<file path="config.mk">
export PLATFORM = sky130hd
export DESIGN_NAME = indicator_sequencer
export DESIGN_NICKNAME = d
export VERILOG_FILES = /design/src/rtl/indicator_pkg.sv /design/src/rtl/indicator_sequencer_step_timer.sv /design/src/rtl/indicator_sequencer.sv
export SDC_FILE = /design/constraint.sdc
export NUM_CORES = 1
export LEC_CHECK = 0
export CAP_MARGIN = 0
export CORE_UTILIZATION = 35
export CTS_BUF_LIST = sky130_fd_sc_hd__clkbuf_16
export CTS_CLUSTER_SIZE = 25
export DETAILED_ROUTE_END_ITERATION = 10
export PLACE_DENSITY = 0.63
export SYNTH_ARGS = -nofsm -noshare
export SYNTH_HDL_FRONTEND = slang
export SYNTH_SLANG_ARGS = --single-unit
</file>
<file path="constraint.sdc">
create_clock -name clk -period 2.25 [get_ports clk]
set_clock_uncertainty 0.05 [all_clocks]
set_input_delay 0.3375 -clock clk [delete_from_list [all_inputs] [get_ports clk]]
set_output_delay 0.3375 -clock clk [all_outputs]
set_load 0.01 [all_outputs]
</file>
<file path="src/rtl/indicator_pkg.sv">
// Shared constants and types for the LED indicator sequencer.
// Command bytes, chase state encoding and the decoded-command record.
package indicator_pkg;

    localparam logic [7:0] CMD_RUN     = "r";
    localparam logic [7:0] CMD_STOP    = "s";
    localparam logic [7:0] CMD_FASTER  = "+";
    localparam logic [7:0] CMD_SLOWER  = "-";
    localparam logic [7:0] DIGIT_FIRST = "1";
    localparam logic [7:0] DIGIT_LAST  = "5";

    localparam int NUM_LEDS = 5;

    typedef enum logic {IDLE, RUN} state_t;

    // One-hot view of the byte on the current rx_ready strobe.
    typedef struct packed {
        logic pass;
        logic run;
        logic stop;
        logic faster;
        logic slower;
    } cmd_t;

endpackage

</file>
<file path="src/rtl/indicator_sequencer_step_timer.sv">
// Chase prescaler: counts to (BASE_TICKS << shift) - 1 while enabled and
// pulses tick on the terminal count; clr or !en returns it to 0.
module step_timer #(
    parameter int BASE_TICKS = 1200000,
    parameter int CW         = $clog2(BASE_TICKS << 3)
) (
    input  logic       clk,
    input  logic       reset,
    input  logic       en,
    input  logic       clr,
    input  logic [1:0] shift,
    output logic       tick
);

    logic [CW-1:0] cnt;
    logic [CW-1:0] last;

    // Largest period is BASE_TICKS<<3, so P-1 always fits in CW bits.
    always_comb begin
        last = CW'(BASE_TICKS - 1);
        case (shift)
            2'd0: last = CW'(BASE_TICKS - 1);
            2'd1: last = CW'((BASE_TICKS << 1) - 1);
            2'd2: last = CW'((BASE_TICKS << 2) - 1);
            2'd3: last = CW'((BASE_TICKS << 3) - 1);
            default: last = CW'(BASE_TICKS - 1);
        endcase
    end

    assign tick = en && (cnt == last);

    always_ff @(posedge clk) begin
        if (reset || clr || !en || tick)
            cnt <= '0;
        else
            cnt <= cnt + CW'(1);
    end

endmodule

</file>
<file path="src/rtl/indicator_sequencer.sv">
// Arbitrates the LED indicator's byte/strobe input between UART digit
// passthrough and a rotating "1".."5" chase driven by step_timer.
module indicator_sequencer
    import indicator_pkg::*;
#(
    parameter int         BASE_TICKS  = 1200000,
    parameter logic [1:0] SPEED_RESET = 2'd2
) (
    input  logic       clk,
    input  logic       reset,
    input  logic [7:0] rx_data,
    input  logic       rx_ready,
    output logic [7:0] out_data,
    output logic       out_ready,
    output logic       running,
    output logic [1:0] speed_sel
);

    cmd_t       cmd;
    state_t     state, state_nxt;
    logic       tick;
    logic       pend;
    logic [2:0] pos;

    always_comb begin
        cmd = '0;
        if (rx_ready) begin
            cmd.pass   = (rx_data >= DIGIT_FIRST) && (rx_data <= DIGIT_LAST);
            cmd.run    = (rx_data == CMD_RUN);
            cmd.stop   = (rx_data == CMD_STOP);
            cmd.faster = (rx_data == CMD_FASTER);
            cmd.slower = (rx_data == CMD_SLOWER);
        end
    end

    always_ff @(posedge clk) begin
        if (reset)
            state <= IDLE;
        else
            state <= state_nxt;
    end

    always_comb begin
        state_nxt = state;
        if (cmd.stop)
            state_nxt = IDLE;
        else if (cmd.run)
            state_nxt = RUN;
    end

    assign running = (state == RUN);

    always_ff @(posedge clk) begin
        if (reset)
            speed_sel <= SPEED_RESET;
        else if (cmd.faster && speed_sel != 2'd0)
            speed_sel <= speed_sel - 2'd1;
        else if (cmd.slower && speed_sel != 2'd3)
            speed_sel <= speed_sel + 2'd1;
    end

    // Any run/stop/speed command restarts the step period from zero.
    step_timer #(.BASE_TICKS(BASE_TICKS)) u_timer (
        .clk   (clk),
        .reset (reset),
        .en    (running),
        .clr   (cmd.run | cmd.stop | cmd.faster | cmd.slower),
        .shift (speed_sel),
        .tick  (tick)
    );

    always_ff @(posedge clk) begin
        if (reset) begin
            out_data  <= 8'h00;
            out_ready <= 1'b0;
            pos       <= '0;
            pend      <= 1'b0;
        end else begin
            out_ready <= 1'b0;
            if (cmd.pass) begin
                out_data  <= rx_data;
                out_ready <= 1'b1;
                if (tick)
                    pend <= 1'b1;
            end else if (cmd.stop) begin
                pend <= 1'b0;
            end else if (tick || pend) begin
                out_data  <= DIGIT_FIRST + {5'b0, pos};
                out_ready <= 1'b1;
                pend      <= 1'b0;
                pos       <= (pos == 3'(NUM_LEDS - 1)) ? 3'd0 : pos + 3'd1;
            end
        end
    end

endmodule

</file>
### Power grid

Bar = 20 µm. Pins as bars on the die edge.
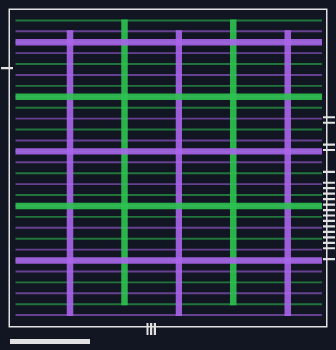
green -> VDD
purple -> VSS
met1 rails = 28
met4 straps = 5
rows = 27
met5 straps = 5
chip width: 78.8 µm
die height: 78.8 µm
Worst VDD drop: 0.560 mV

### Placement by cell class

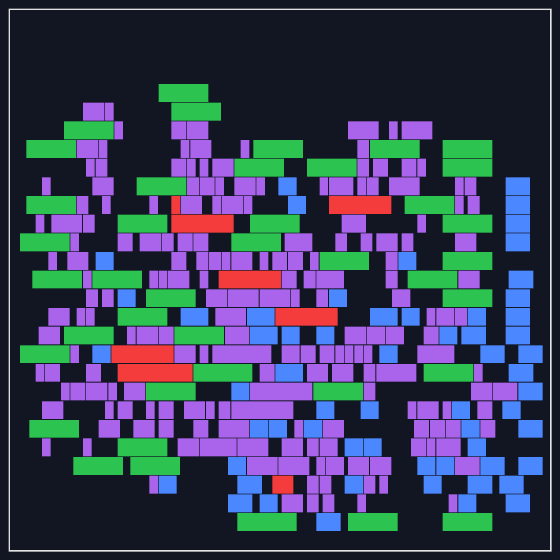
red -> clock drivers and dummy loads  # cells 8
green -> flops  # cells 40
blue -> other buffers and delay cells  # cells 60
purple -> combinational and other logic  # cells 192
sequential cell area share: 0.280
Util after Layout: 0.515
core area: 0.00561 mm²
row cnt: 27
design area: 0.00289 mm²

### Clock nets

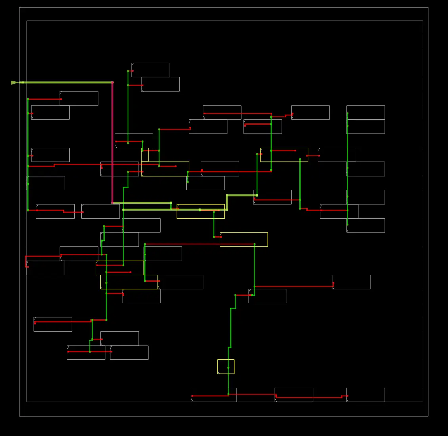
CTS Buf Count: 5
Clk power: 807 µW

==> CHANGELOG.md <==
## Flow update

- Status: complete, but fails checks
- Violated checks: negative setup slack
- Commonest cells post-synth: dfxtp_1, nor2_1, nand2_1
- Finish-stage setup viols: 3
- Flip-flops with a built-in enable: 0
- NonClk Buf Share: 0.182
- Final WS setup: -0.0431 ns
- Initial antenna violation count: 0
- Area leader, netlist: dfxtp_1
- H-Tree Depth: 2
- CP cell instances: buf_6 > ha_2 > xor2_1 > nand4_1 > or4_4 > o21ai_4 > nand4_1 > a211oi_2
- Yosys stat area: 0.00206 mm²
- Crit path capture: out_data[3]
- PD cells: about 540 mW/mm²
- Seq. pwr: a little over 700 µW
- Top routing layer used: met4
- Buffers inserted by post-CTS timing repair: 5
- Flop Count: 40
- Synth cell types: around 42
- Number of global-route vias before repair: 1810
- Signal buffers: ~60
- Multi-input gate count: around 180
- GRT busiest layer: met2
- Tap Count: 72
- Routed vias/inst: between 4 and 5
- RePlAce Congestion: around 0.8
- Mux area share: 0.00485
- Top logic family: simple AND/OR/NAND/NOR gates
- Avg Cell Area, Syn: ~8.6 µm²
- RSZ-0062 raised after global routing: true
- Highest-power group: the clock network
- Die footprint: ~0.0062 mm²
- Share of post-route cells with drive strength above 1: 0.217
- Synth Area in XOR/XNOR: 0.119
- # fillers: between 500 and 600
- FF-to-FF setup slack: -0.04 ns
- Synth Instances: around 240
- Clk pin slew, worst setup/hold paths: 0.06 ns
- Max-area cell share: 0.388
- Slew @ Worst Pin: 0.389 ns
- Global route total overflow: 0
- Crit path top cell by count: nand4_1
- Tool warnings: 35
- Largest cells by area after synthesis: dfxtp_1, nor2_1, ha_1
- Critical path type: reg -> reg
- Most common cell in the netlist: dfxtp_1
- Comb pwr share: 0.036
- CP Launch Point: speed_sel[1]
- Mapped cell area: around 0.0021 mm²
- Syn Nets: around 260
==> per-stage QoR <==
step | instances | hold WS [ns] | cell area (µm²) | total power (µW) | setup TNS, ns
2_1_floorplan | 239 | 0.368 | 2090 | 742 | 0
3_3_place_gp | 359 | 0.380 | 2610 | 779 | -1.43
3_5_place_dp | 359 | 0.391 | 2610 | 779 | -2.09
4_1_cts | 372 | 0.400 | 2830 | 1590 | -0.118
5_1_grt | 372 | 0.413 | 2890 | 1620 | -3.40
6_report | 372 | 0.397 | 2890 | 1570 | -0.0668
==> flip-flops by register name, summed over array words and instances, names as in the netlist <==
name,count
out_data,8
pos,3
u_timer.cnt,24
speed_sel,2
pend,1
out_ready,1
running,1
Power and IR drop assume default switching activity.
